[config.mk]
export PLATFORM = sky130hd
export DESIGN_NAME = ws_mem_sequencer
export DESIGN_NICKNAME = d
export VERILOG_FILES = /design/src/rtl/ws_seq_pkg.sv /design/src/rtl/seq_result_fifo.sv /design/src/rtl/ws_mem_sequencer.sv
export SDC_FILE = /design/constraint.sdc
export NUM_CORES = 1
export LEC_CHECK = 0
export CAP_MARGIN = 20
export CORE_ASPECT_RATIO = 0.9
export CORE_MARGIN = 2
export CORE_UTILIZATION = 26
export CTS_BUF_LIST = sky130_fd_sc_hd__clkbuf_4 sky130_fd_sc_hd__clkbuf_8 sky130_fd_sc_hd__clkbuf_16
export DETAILED_ROUTE_END_ITERATION = 12
export HOLD_SLACK_MARGIN = 0.02
export MAX_ROUTING_LAYER = met4
export SYNTH_ARGS = -nofsm -noshare
export SYNTH_HDL_FRONTEND = slang
export SYNTH_SLANG_ARGS = --single-unit
[constraint.sdc]
create_clock -name clk -period 3.55 [get_ports clk]
set_input_delay 0.71 -clock clk [delete_from_list [all_inputs] [get_ports clk]]
set_output_delay 0.71 -clock clk [all_outputs]
set_load 0.01 [all_outputs]
[src/rtl/ws_seq_pkg.sv]
// ---------------------------------------------------------------------------
// ws_seq_pkg
// Shared definitions for the weight-stationary memory sequencer:
//   - seq_state_t    : controller phase encoding
//   - SEQ_* defaults : default array geometry and element width
//   - MEM_PORT_WIDTH : BRAM port width for the default geometry
//   - default_in_base / default_out_base : default BRAM region bases
// No ports (package).
// ---------------------------------------------------------------------------
package ws_seq_pkg;

    typedef enum logic [2:0] {
        IDLE,
        LOAD_W,
        STREAM,
        DRAIN,
        WRITE
    } seq_state_t;

    localparam int SEQ_ROWS       = 4;
    localparam int SEQ_COLS       = 4;
    localparam int SEQ_WORD_SIZE  = 16;
    localparam int MEM_PORT_WIDTH = SEQ_COLS * SEQ_WORD_SIZE;

    // Staggered input lines sit directly after the weight rows.
    function automatic int unsigned default_in_base(input int unsigned rows);
        return rows;
    endfunction

    // Output lines follow the ROWS+COLS-1 staggered input lines.
    function automatic int unsigned default_out_base(input int unsigned rows,
                                                     input int unsigned cols);
        return 2 * rows + cols - 1;
    endfunction

endpackage

[src/rtl/seq_result_fifo.sv]
// ---------------------------------------------------------------------------
// seq_result_fifo
// Small synchronous FIFO that parks SA result rows until the BRAM port is
// free. A push while full is accepted only if a pop happens in the same
// cycle; otherwise the push is dropped (the caller flags the overflow).
// Ports:
//   clk, rst  : clock, asynchronous active-high reset
//   clr       : synchronous flush (new run)
//   push      : write wr_data
//   pop       : discard head entry
//   wr_data   : entry to push
//   rd_data   : head entry (valid while !empty)
//   full      : count == DEPTH
//   empty     : count == 0
//   count     : current occupancy
// ---------------------------------------------------------------------------
module seq_result_fifo #(
    parameter  int DEPTH = 4,
    parameter  int WIDTH = 64,
    localparam int PW    = (DEPTH > 1) ? $clog2(DEPTH) : 1,
    localparam int CW    = $clog2(DEPTH + 1)
) (
    input  logic             clk,
    input  logic             rst,
    input  logic             clr,
    input  logic             push,
    input  logic             pop,
    input  logic [WIDTH-1:0] wr_data,
    output logic [WIDTH-1:0] rd_data,
    output logic             full,
    output logic             empty,
    output logic [CW-1:0]    count
);

    logic [WIDTH-1:0] mem [DEPTH];
    logic [PW-1:0]    wr_ptr;
    logic [PW-1:0]    rd_ptr;
    logic             do_push;
    logic             do_pop;

    function automatic logic [PW-1:0] next_ptr(input logic [PW-1:0] p);
        return (p == PW'(DEPTH - 1)) ? '0 : p + PW'(1);
    endfunction

    assign full    = (count == CW'(DEPTH));
    assign empty   = (count == '0);
    assign do_pop  = pop && !empty;
    // A simultaneous pop frees the slot, so a push into a full FIFO is fine then.
    assign do_push = push && !clr && (!full || do_pop);
    assign rd_data = mem[rd_ptr];

    always_ff @(posedge clk or posedge rst) begin
        if (rst) begin
            wr_ptr <= '0;
            rd_ptr <= '0;
            count  <= '0;
        end else if (clr) begin
            wr_ptr <= '0;
            rd_ptr <= '0;
            count  <= '0;
        end else begin
            if (do_push) wr_ptr <= next_ptr(wr_ptr);
            if (do_pop)  rd_ptr <= next_ptr(rd_ptr);
            if (do_push && !do_pop)      count <= count + CW'(1);
            else if (do_pop && !do_push) count <= count - CW'(1);
        end
    end

    always_ff @(posedge clk) begin
        if (do_push) mem[wr_ptr] <= wr_data;
    end

endmodule

[src/rtl/ws_mem_sequencer.sv]
// ---------------------------------------------------------------------------
// ws_mem_sequencer
// Drives the single-port matrix BRAM for a weight-stationary systolic array:
// loads ROWS weight rows, streams ROWS+COLS-1 pre-staggered input lines, then
// writes the COLS buffered result rows back to the output region. Results
// arriving while reads are still in flight are parked in seq_result_fifo so
// reads and writes never share a cycle.
// Optional feature: define SEQ_CYCLE_CNT_EN to add cycle_cnt[31:0], the
// number of busy cycles of the latest run.
// Ports:
//   clk, rst      : clock, asynchronous active-high reset
//   start         : run request, ignored while busy
//   busy, done    : run in progress / last write issued (one-cycle pulse)
//   err           : sticky result-FIFO overflow
//   mem_we, mem_addr, mem_di, mem_dout : BRAM port (1-cycle read latency)
//   w_load, w_row : weight-row load strobe and row index
//   sa_in_valid   : input-line strobe
//   sa_data       : weight row or input line forwarded from mem_dout
//   sa_out_valid, sa_out_data : SA result rows
//   cycle_cnt     : busy-cycle count (SEQ_CYCLE_CNT_EN only)
// ---------------------------------------------------------------------------
module ws_mem_sequencer
    import ws_seq_pkg::*;
#(
    parameter  int          ROWS       = SEQ_ROWS,
    parameter  int          COLS       = SEQ_COLS,
    parameter  int          WORD_SIZE  = SEQ_WORD_SIZE,
    parameter  int          ADDR_WIDTH = 32,
    parameter  int unsigned W_BASE     = 0,
    parameter  int unsigned IN_BASE    = default_in_base(ROWS),
    parameter  int unsigned OUT_BASE   = default_out_base(ROWS, COLS),
    localparam int          PORT_W     = COLS * WORD_SIZE,
    localparam int          RW         = (ROWS > 1) ? $clog2(ROWS) : 1
) (
    input  logic                  clk,
    input  logic                  rst,
    input  logic                  start,
    output logic                  busy,
    output logic                  done,
    output logic                  err,
    output logic                  mem_we,
    output logic [ADDR_WIDTH-1:0] mem_addr,
    output logic [PORT_W-1:0]     mem_di,
    input  logic [PORT_W-1:0]     mem_dout,
    output logic                  w_load,
    output logic [RW-1:0]         w_row,
    output logic                  sa_in_valid,
    output logic [PORT_W-1:0]     sa_data,
    input  logic                  sa_out_valid,
    input  logic [PORT_W-1:0]     sa_out_data
`ifdef SEQ_CYCLE_CNT_EN
    ,
    output logic [31:0]           cycle_cnt
`endif
);

    localparam int CW  = $clog2(ROWS + COLS + 1);
    localparam int FCW = $clog2(COLS + 1);

    localparam logic [CW-1:0]  LAST_W     = CW'(ROWS - 1);
    localparam logic [CW-1:0]  LAST_IN    = CW'(ROWS + COLS - 2);
    localparam logic [CW-1:0]  STREAM_END = CW'(ROWS + COLS - 1);
    localparam logic [CW-1:0]  LAST_OUT   = CW'(COLS - 1);
    localparam logic [FCW-1:0] FULL_CNT   = FCW'(COLS);

    localparam logic [ADDR_WIDTH-1:0] W_ADDR   = ADDR_WIDTH'(W_BASE);
    localparam logic [ADDR_WIDTH-1:0] IN_ADDR  = ADDR_WIDTH'(IN_BASE);
    localparam logic [ADDR_WIDTH-1:0] OUT_ADDR = ADDR_WIDTH'(OUT_BASE);

    seq_state_t       state;
    seq_state_t       state_nxt;
    logic [CW-1:0]    cnt;
    logic             accept;
    logic             push;
    logic             pop;
    logic             full;
    logic             empty;
    logic [FCW-1:0]   fcount;
    logic [PORT_W-1:0] head;

    assign accept = start && (state == IDLE);
    assign push   = sa_out_valid && (state != IDLE);

    seq_result_fifo #(
        .DEPTH (COLS),
        .WIDTH (PORT_W)
    ) u_fifo (
        .clk     (clk),
        .rst     (rst),
        .clr     (accept),
        .push    (push),
        .pop     (pop),
        .wr_data (sa_out_data),
        .rd_data (head),
        .full    (full),
        .empty   (empty),
        .count   (fcount)
    );

    // State register
    always_ff @(posedge clk or posedge rst) begin
        if (rst) state <= IDLE;
        else     state <= state_nxt;
    end

    // Next-state logic
    always_comb begin
        state_nxt = state;
        case (state)
            IDLE:    if (start)              state_nxt = LOAD_W;
            LOAD_W:  if (cnt == LAST_W)      state_nxt = STREAM;
            // One extra cycle after the last read so its data reaches the SA.
            STREAM:  if (cnt == STREAM_END)  state_nxt = DRAIN;
            DRAIN:   if (fcount == FULL_CNT) state_nxt = WRITE;
            WRITE:   if (cnt == LAST_OUT)    state_nxt = IDLE;
            default:                         state_nxt = IDLE;
        endcase
    end

    // Outputs decoded from state
    always_comb begin
        busy   = (state != IDLE);
        mem_we = 1'b0;
        done   = 1'b0;
        pop    = 1'b0;
        mem_di = '0;
        if (state == WRITE) begin
            mem_we = 1'b1;
            pop    = !empty;
            mem_di = head;
            done   = (cnt == LAST_OUT);
        end
        sa_data = (w_load || sa_in_valid) ? mem_dout : '0;
    end

    // Address / phase counter and read-data strobes (one cycle behind the address)
    always_ff @(posedge clk or posedge rst) begin
        if (rst) begin
            mem_addr    <= '0;
            cnt         <= '0;
            w_load      <= 1'b0;
            w_row       <= '0;
            sa_in_valid <= 1'b0;
        end else begin
            w_load      <= (state == LOAD_W);
            sa_in_valid <= (state == STREAM) && (cnt <= LAST_IN);
            if (state == LOAD_W) w_row <= cnt[RW-1:0];
            case (state)
                IDLE: begin
                    if (start) begin
                        mem_addr <= W_ADDR;
                        cnt      <= '0;
                    end
                end
                LOAD_W: begin
                    if (cnt == LAST_W) begin
                        mem_addr <= IN_ADDR;
                        cnt      <= '0;
                    end else begin
                        mem_addr <= mem_addr + ADDR_WIDTH'(1);
                        cnt      <= cnt + CW'(1);
                    end
                end
                STREAM: begin
                    if (cnt == STREAM_END) begin
                        cnt <= '0;
                    end else begin
                        cnt <= cnt + CW'(1);
                        if (cnt != LAST_IN) mem_addr <= mem_addr + ADDR_WIDTH'(1);
                    end
                end
                DRAIN: begin
                    if (fcount == FULL_CNT) begin
                        mem_addr <= OUT_ADDR;
                        cnt      <= '0;
                    end
                end
                WRITE: begin
                    if (cnt == LAST_OUT) begin
                        cnt <= '0;
                    end else begin
                        mem_addr <= mem_addr + ADDR_WIDTH'(1);
                        cnt      <= cnt + CW'(1);
                    end
                end
                default: ;
            endcase
        end
    end

    // Sticky overflow: a push into a full FIFO with no pop that cycle is lost.
    always_ff @(posedge clk or posedge rst) begin
        if (rst)                      err <= 1'b0;
        else if (accept)              err <= 1'b0;
        else if (push && full && !pop) err <= 1'b1;
    end

`ifdef SEQ_CYCLE_CNT_EN
    always_ff @(posedge clk or posedge rst) begin
        if (rst)         cycle_cnt <= '0;
        else if (accept) cycle_cnt <= '0;
        else if (busy)   cycle_cnt <= cycle_cnt + 32'd1;
    end
`endif

endmodule

==> metrics.cfg, run 1 <==
[timing]
fmax_mhz = 299
finalSetupViolCount = 0
min_period_ps = 3350
clock_skew_ps = 17.0
drv_slew = 0
period_used_pct = 94.3
finalHoldViolCount = 0
setup_ws_ps = 204
slew_headroom_pct = 43.0
hold_ws_ps = 478
tns_ps = 0
tightest_slew_ps = 847

[cts]
holdBufCountCts = 0
cts_buffers = 37
cts-resized-gates = 0
clk_latency_ps = 550
clock_sinks = 307
h-tree-depth = 2
clk_pin_slew_ps = 60
clock_path_buffers = 3
post-cts-setup-buffer-count = 0
cts_tree = built

[flow_run]
max-cap-violations = 0
warnings = 30

[detailed_routing]
drtAntennaViolNets = 0
vias_per_cell = 4.56
drc = 0
met1Wirelength_um = 14400
highest_layer = met4
met2_length_um = 16400
vias = 8477
drt_wl_total_um = 34700
post_drt_wl_per_cell_um = 18.7
wl_met3_um = 3150

[floorplan]
fp_util_pct = 26.4
die_area_mm2 = 0.0531
rows = 78
num_tap_cells = 680

[synth]
top_logic_kind = simple AND/OR/NAND/NOR gates
mux_area_share_pct = 11.3
yosys.area.top_type = edfxtp_1
syn_inst = 827
ys_area_mm2 = 0.0133
yosys.stat.seqShare_pct = 67.3
syn_avg_cell_area_um2 = 16.1
top_cell = edfxtp_1
ys_seq_elements = 307
netlist_area_mm2 = 0.0133
synth-edff-count = 256
top_cells_by_area = edfxtp_1 58%, mux4_2 11%, dfrtp_1 9.6%
synth_cell_types = 72
simple_gate_share_pct = 12.0
top_area_share_pct = 57.7
yosys_most_used_dff = edfxtp_1
ys_sh_aoi_pct = 5.91
synth-async-reset-ratio_pct = 16.6
common_cells = 256 x edfxtp_1, 72 x and2_1, 67 x nor2b_1
yosys-stat-cells = 827

[finish]
inv_count = 17
mostFrequentLayoutCells = 299 x clkdlybuf4s50_1, 256 x edfxtp_1, 68 x and2_1, 67 x nor2b_1, 64 x mux4_2
areaGrowthSynthToFinish_pct = 39.0
final_layout_size_suffix_gt1_share_pct = 16.1
nFillCells = 4795
layout_top_cell = clkdlybuf4s50_1
buffers = 327
clkbuf_count = 43
stdcell_count = 1857
seq_area_mm2 = 0.00897
comb_cells = 455
biggestCellCategory = registers
flops = 307
final_area_mm2 = 0.0185
clk_share_pct = 6.45
buffer_area_share_pct = 18.1
comb-cell-share_pct = 21.9

[global_routing]
overflow = 0
busiest_layer = met2
use_met2_pct = 21.5
grt_max_degree = 72
grt_pass1_vias = 8823
grt_pass1_wl_um = 52700
grt_usage_pct = 13.3
met3_usage_pct = 4.72
gr-usage-met1_pct = 15.7

[status]
status = finished clean

[placement]
io_buffers = 299
place_ws_ps = 461
dpl_cell_area_mm2 = 0.0173
dp_hpwl_um = 23000
gp_congestion = 0.861

[critical_path]
cp_max_fo = 19
crit_buf_inv = 2
critPathTopFamily = buffers and inverters
slowest_stage = mux4_2
critPathMaxStageDelay_ps = 580
startpoint_type = flip-flop
cp.arrival_ps = 2640
cp.depth = 4
crit_type = reg -> out
cp.required_ps = 2840
worstRegToRegCells = 9

[min_path]
hold_class = in -> async

[power_and_ir_drop]
leakage_nw = 6.14
report.power.total_mw = 12.7
pwr_density_cell_mw_per_mm2 = 684

==> run 1: report_power, final <==
group	switching [mW]	leakage (nW)	internal (mW)
combinational	2.16	2.55	1.92
sequential	0.293	3.01	4.60
clock	1.54	0.589	2.14
==> run 1: registers in the layout, indices dropped and copies added, names as in the netlist <==
name / flops
w_load: 1
u_fifo.count: 3
err: 1
sa_in_valid: 1
u_fifo.wr_ptr: 2
state: 3
mem_addr: 32
u_fifo.mem: 256
w_row: 2
u_fifo.rd_ptr: 2
cnt: 4
==> run 1: path summary, 6_finish.rpt <==
kind,from,end,slack (ps)
max,u_fifo.rd_ptr[0],mem_di[36],200
min,rst,mem_addr[31],480
max reg2reg,state[1],u_fifo.count[2],930
min reg2reg,err,err,500
max in group asynchronous,rst,mem_addr[1],2430
min in group clk,err,err,500
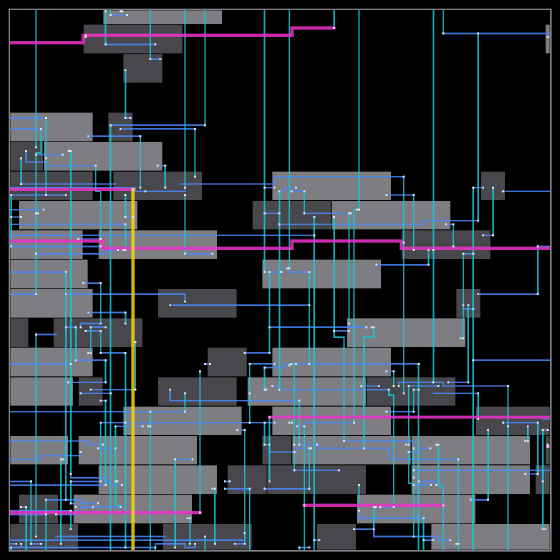
Figure 1: run 1, layout detail.
Region (36, 139) to (86, 189) um. Cells in grey, sequential cells in the stronger grey; small squares are vias.
metal 2: in cyan. metal 1: in blue. metal 4: in yellow. metal 3: in magenta.
Most frequent: edfxtp_1 (25), mux4_2 (7), clkdlybuf4s50_1 (5). 49 logic cells have their middle in the window. Sequential cells in the window: 25. Netlist names of flops here include u_fifo.mem (25).

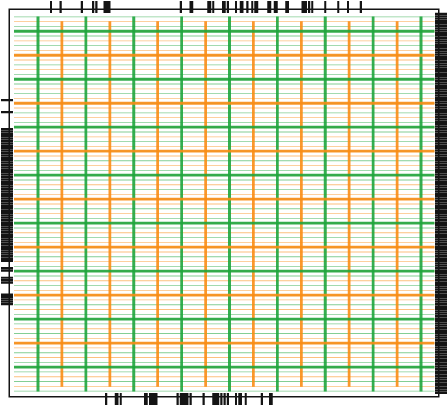
Figure 2: run 1, supply network.
Pins as bars on the die edge.
VSS: in green. VDD: in orange.
15 straps on met5. The core has 78 rows. 79 met1 rails follow the rows. 17 straps on met4. 300 signal pins sit on the boundary.
core area: 0.0506 mm2
VDD IR max: 0.455 mV
Die Height: 219 um
chip width: 243 um

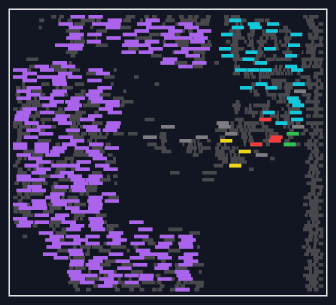
Figure 3: run 1, sequential cells grouped by signal name.
Other sequential cells in the stronger grey, the rest of the logic in the fainter grey.
u_fifo.mem: in purple, placed flops 256. cnt: in red, placed flops 4, where right middle. mem_addr: in cyan, placed flops 32, where top right. u_fifo.count: in yellow, placed flops 3. w_row: in green, placed flops 2.
Seq/total area: 48.4%
fin util: 36.6%

Figure 4. The clock network (run 1).
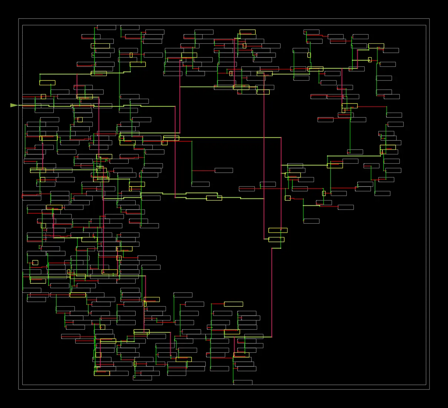

--- run 2 (diff from run 1) ---
--- a/config.mk
+++ b/config.mk
@@ -10,6 +10,7 @@
 export CORE_MARGIN = 2
 export CORE_UTILIZATION = 26
 export CTS_BUF_LIST = sky130_fd_sc_hd__clkbuf_4 sky130_fd_sc_hd__clkbuf_8 sky130_fd_sc_hd__clkbuf_16
+export CTS_CLUSTER_SIZE = 20
 export DETAILED_ROUTE_END_ITERATION = 12
 export HOLD_SLACK_MARGIN = 0.02
 export MAX_ROUTING_LAYER = met4
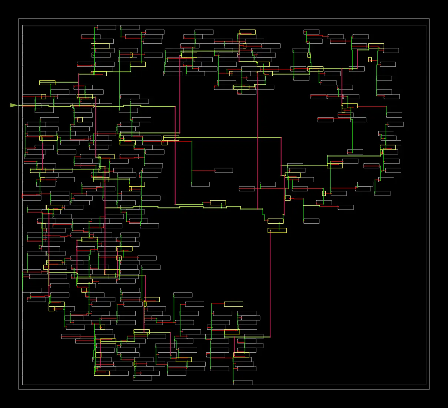
Figure 5: run 2, the clock network.
power in the clock group: 3.70 mW
CTS Buf Count: 37
Seq cells: 307
clkbuf count: 45
# clock sinks: 307

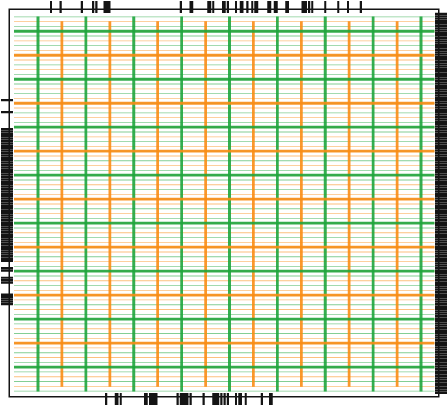
Figure 6: run 2, supply network.
Pins as bars on the die edge.
VDD: in orange. VSS: in green.
300 signal pins sit on the boundary. The core has 78 rows. 79 met1 rails follow the rows. 15 straps on met5. 17 straps on met4.
VDD IR max: 0.416 mV

==> run 2 against run 1 <==
Global-route usage about the same; utilization about the same; combinational power about the same; first-iteration DRC count increased by 7.6%; fmax decreased by 0.25%; clock skew decreased by 3.6 ps; clock power about the same; wire length about the same; setup slack got worse by 8.5 ps; critical path depth unchanged; sequential power about the same; critical endpoint is now mem_di[32]; largest power group unchanged.
==> metrics.cfg, run 2 <==
[detailed_routing]
post_drt_wl_per_cell_um = 18.7  ; about the same
drc = 0  ; unchanged
vias_per_cell = 4.59  ; was 4.56
vias = 8526  ; was 8477
drtAntennaViolNets = 0  ; unchanged

[timing]
slew_headroom_pct = 41.9  ; was 43.0%
clock_skew_ps = 13.5  ; was 17.0 ps
finalSetupViolCount = 0  ; unchanged
period_used_pct = 94.5  ; was 94.3%
finalHoldViolCount = 0  ; unchanged
hold_ws_ps = 477  ; was 478 ps
tns_ps = 0  ; unchanged
min_period_ps = 3350  ; about the same
drv_slew = 0  ; unchanged
fmax_mhz = 298  ; was 299 MHz

[synth]
synth-async-reset-ratio_pct = 16.6  ; unchanged
simple_gate_share_pct = 12.0  ; unchanged
ys_sh_aoi_pct = 5.91  ; unchanged
syn_inst = 827  ; unchanged
yosys_most_used_dff = edfxtp_1  ; unchanged
yosys.area.top_type = edfxtp_1  ; unchanged
common_cells = 256 x edfxtp_1, 72 x and2_1, 67 x nor2b_1  ; unchanged
yosys.stat.seqShare_pct = 67.3  ; unchanged
top_logic_kind = simple AND/OR/NAND/NOR gates  ; unchanged
top_cells_by_area = edfxtp_1 58%, mux4_2 11%, dfrtp_1 9.6%  ; unchanged
top_area_share_pct = 57.7  ; unchanged
mux_area_share_pct = 11.3  ; unchanged
top_cell = edfxtp_1  ; unchanged
synth_cell_types = 72  ; unchanged
ys_area_mm2 = 0.0133  ; unchanged
yosys-stat-cells = 827  ; unchanged
netlist_area_mm2 = 0.0133  ; unchanged

[global_routing]
grt_pass1_vias = 8833  ; was 8823
grt_max_degree = 72  ; unchanged
grt_pass1_wl_um = 52700  ; about the same
overflow = 0  ; unchanged

[critical_path]
critPathTopFamily = buffers and inverters  ; unchanged
reg2reg_to = u_fifo.count[2]  ; unchanged
cp.arrival_ps = 2640  ; about the same
worstRegToRegCells = 9  ; unchanged
startpoint_type = flip-flop  ; unchanged
cp.required_ps = 2840  ; about the same
crit_type = reg -> out  ; unchanged
cp.depth = 4  ; unchanged
critPathMaxStageDelay_ps = 550  ; was 580 ps
endpoint = mem_di[32]  ; was mem_di[36]
reg2reg_slack_ps = 940  ; was 930 ps
cp_max_fo = 19  ; unchanged
r2r_start = state[1]  ; unchanged
slowest_stage = mux4_2  ; unchanged
startpoint = u_fifo.rd_ptr[0]  ; unchanged

[placement]
io_buffers = 299  ; unchanged
dp_hpwl_um = 23000  ; unchanged
gp_congestion = 0.861  ; unchanged
place_ws_ps = 461  ; unchanged
dpl_cell_area_mm2 = 0.0173  ; unchanged

[finish]
fin_util_pct = 36.7  ; was 36.6%
layout_top_cell = clkdlybuf4s50_1  ; unchanged
largest_register_ffs = 256  ; unchanged
comb_cells = 455  ; unchanged
final_layout_size_suffix_gt1_share_pct = 16.3  ; was 16.1%
sh_seq_area_pct = 48.4  ; about the same
comb-cell-share_pct = 21.9  ; about the same
mostFrequentLayoutCells = 299 x clkdlybuf4s50_1, 256 x edfxtp_1, 68 x and2_1, 67 x nor2b_1, 64 x mux4_2  ; unchanged
buffers = 327  ; unchanged
inv_count = 17  ; unchanged
biggestCellCategory = registers  ; unchanged
top_register = u_fifo.mem  ; unchanged
final_area_mm2 = 0.0185  ; about the same
nFillCells = 4797  ; was 4795
buffer_area_share_pct = 18.1  ; about the same
reg_top3 = u_fifo.mem x256, mem_addr x32, cnt x4  ; unchanged

[status]
status = finished clean  ; unchanged

[power_and_ir_drop]
switchingPower_mw = 3.99  ; about the same
p_clk_share_pct = 29.2  ; was 29.1%
swShare_pct = 31.5  ; about the same
p_comb_share_pct = 32.2  ; about the same
report.power.total_mw = 12.7  ; about the same
pwr_density_cell_mw_per_mm2 = 684  ; about the same
internal-power_mw = 8.69  ; was 8.67 mW
leakage_nw = 6.15  ; was 6.14 nW

[floorplan]
rows = 78  ; unchanged
die_area_mm2 = 0.0531  ; unchanged
core-area_mm2 = 0.0506  ; unchanged
fp_util_pct = 26.4  ; unchanged
die_height_um = 219  ; unchanged

[flow_run]
max-cap-violations = 0  ; unchanged

[cts]
clock_path_buffers = 3  ; unchanged
h-tree-depth = 2  ; unchanged
cts_tree = built  ; unchanged
clk_pin_slew_ps = 60  ; about the same

==> run 2: timing repair <==
item,4_1_cts,5_1_grt
setup buffers,0,0
endpoints found under the setup margin,0,17
resized,0,1
==> run 2: per-layer routing <==
layer / GRT usage (%) / up-vias / part of all wire [%]
li1: - / 3873 / -
met3: 4.72 / 54 / 9.8
met1: 15.6 / 4207 / 41
met2: 21.5 / 392 / 47
met4: 4.05 / 0 / 2.3
met5: - / - / 0
==> run 2: power groups by stage <==
stage               Sequential (mW)  Clock [mW]  Combinational (mW)
floorplan                      4.87           0                2.49
global placement               4.94           0                4.09
finish                         4.90        3.70                4.08
global route                   4.96        3.97                4.44
detailed placement             4.98           0                4.14
CTS                            4.91        3.82                4.15
Power and IR drop assume default switching activity.
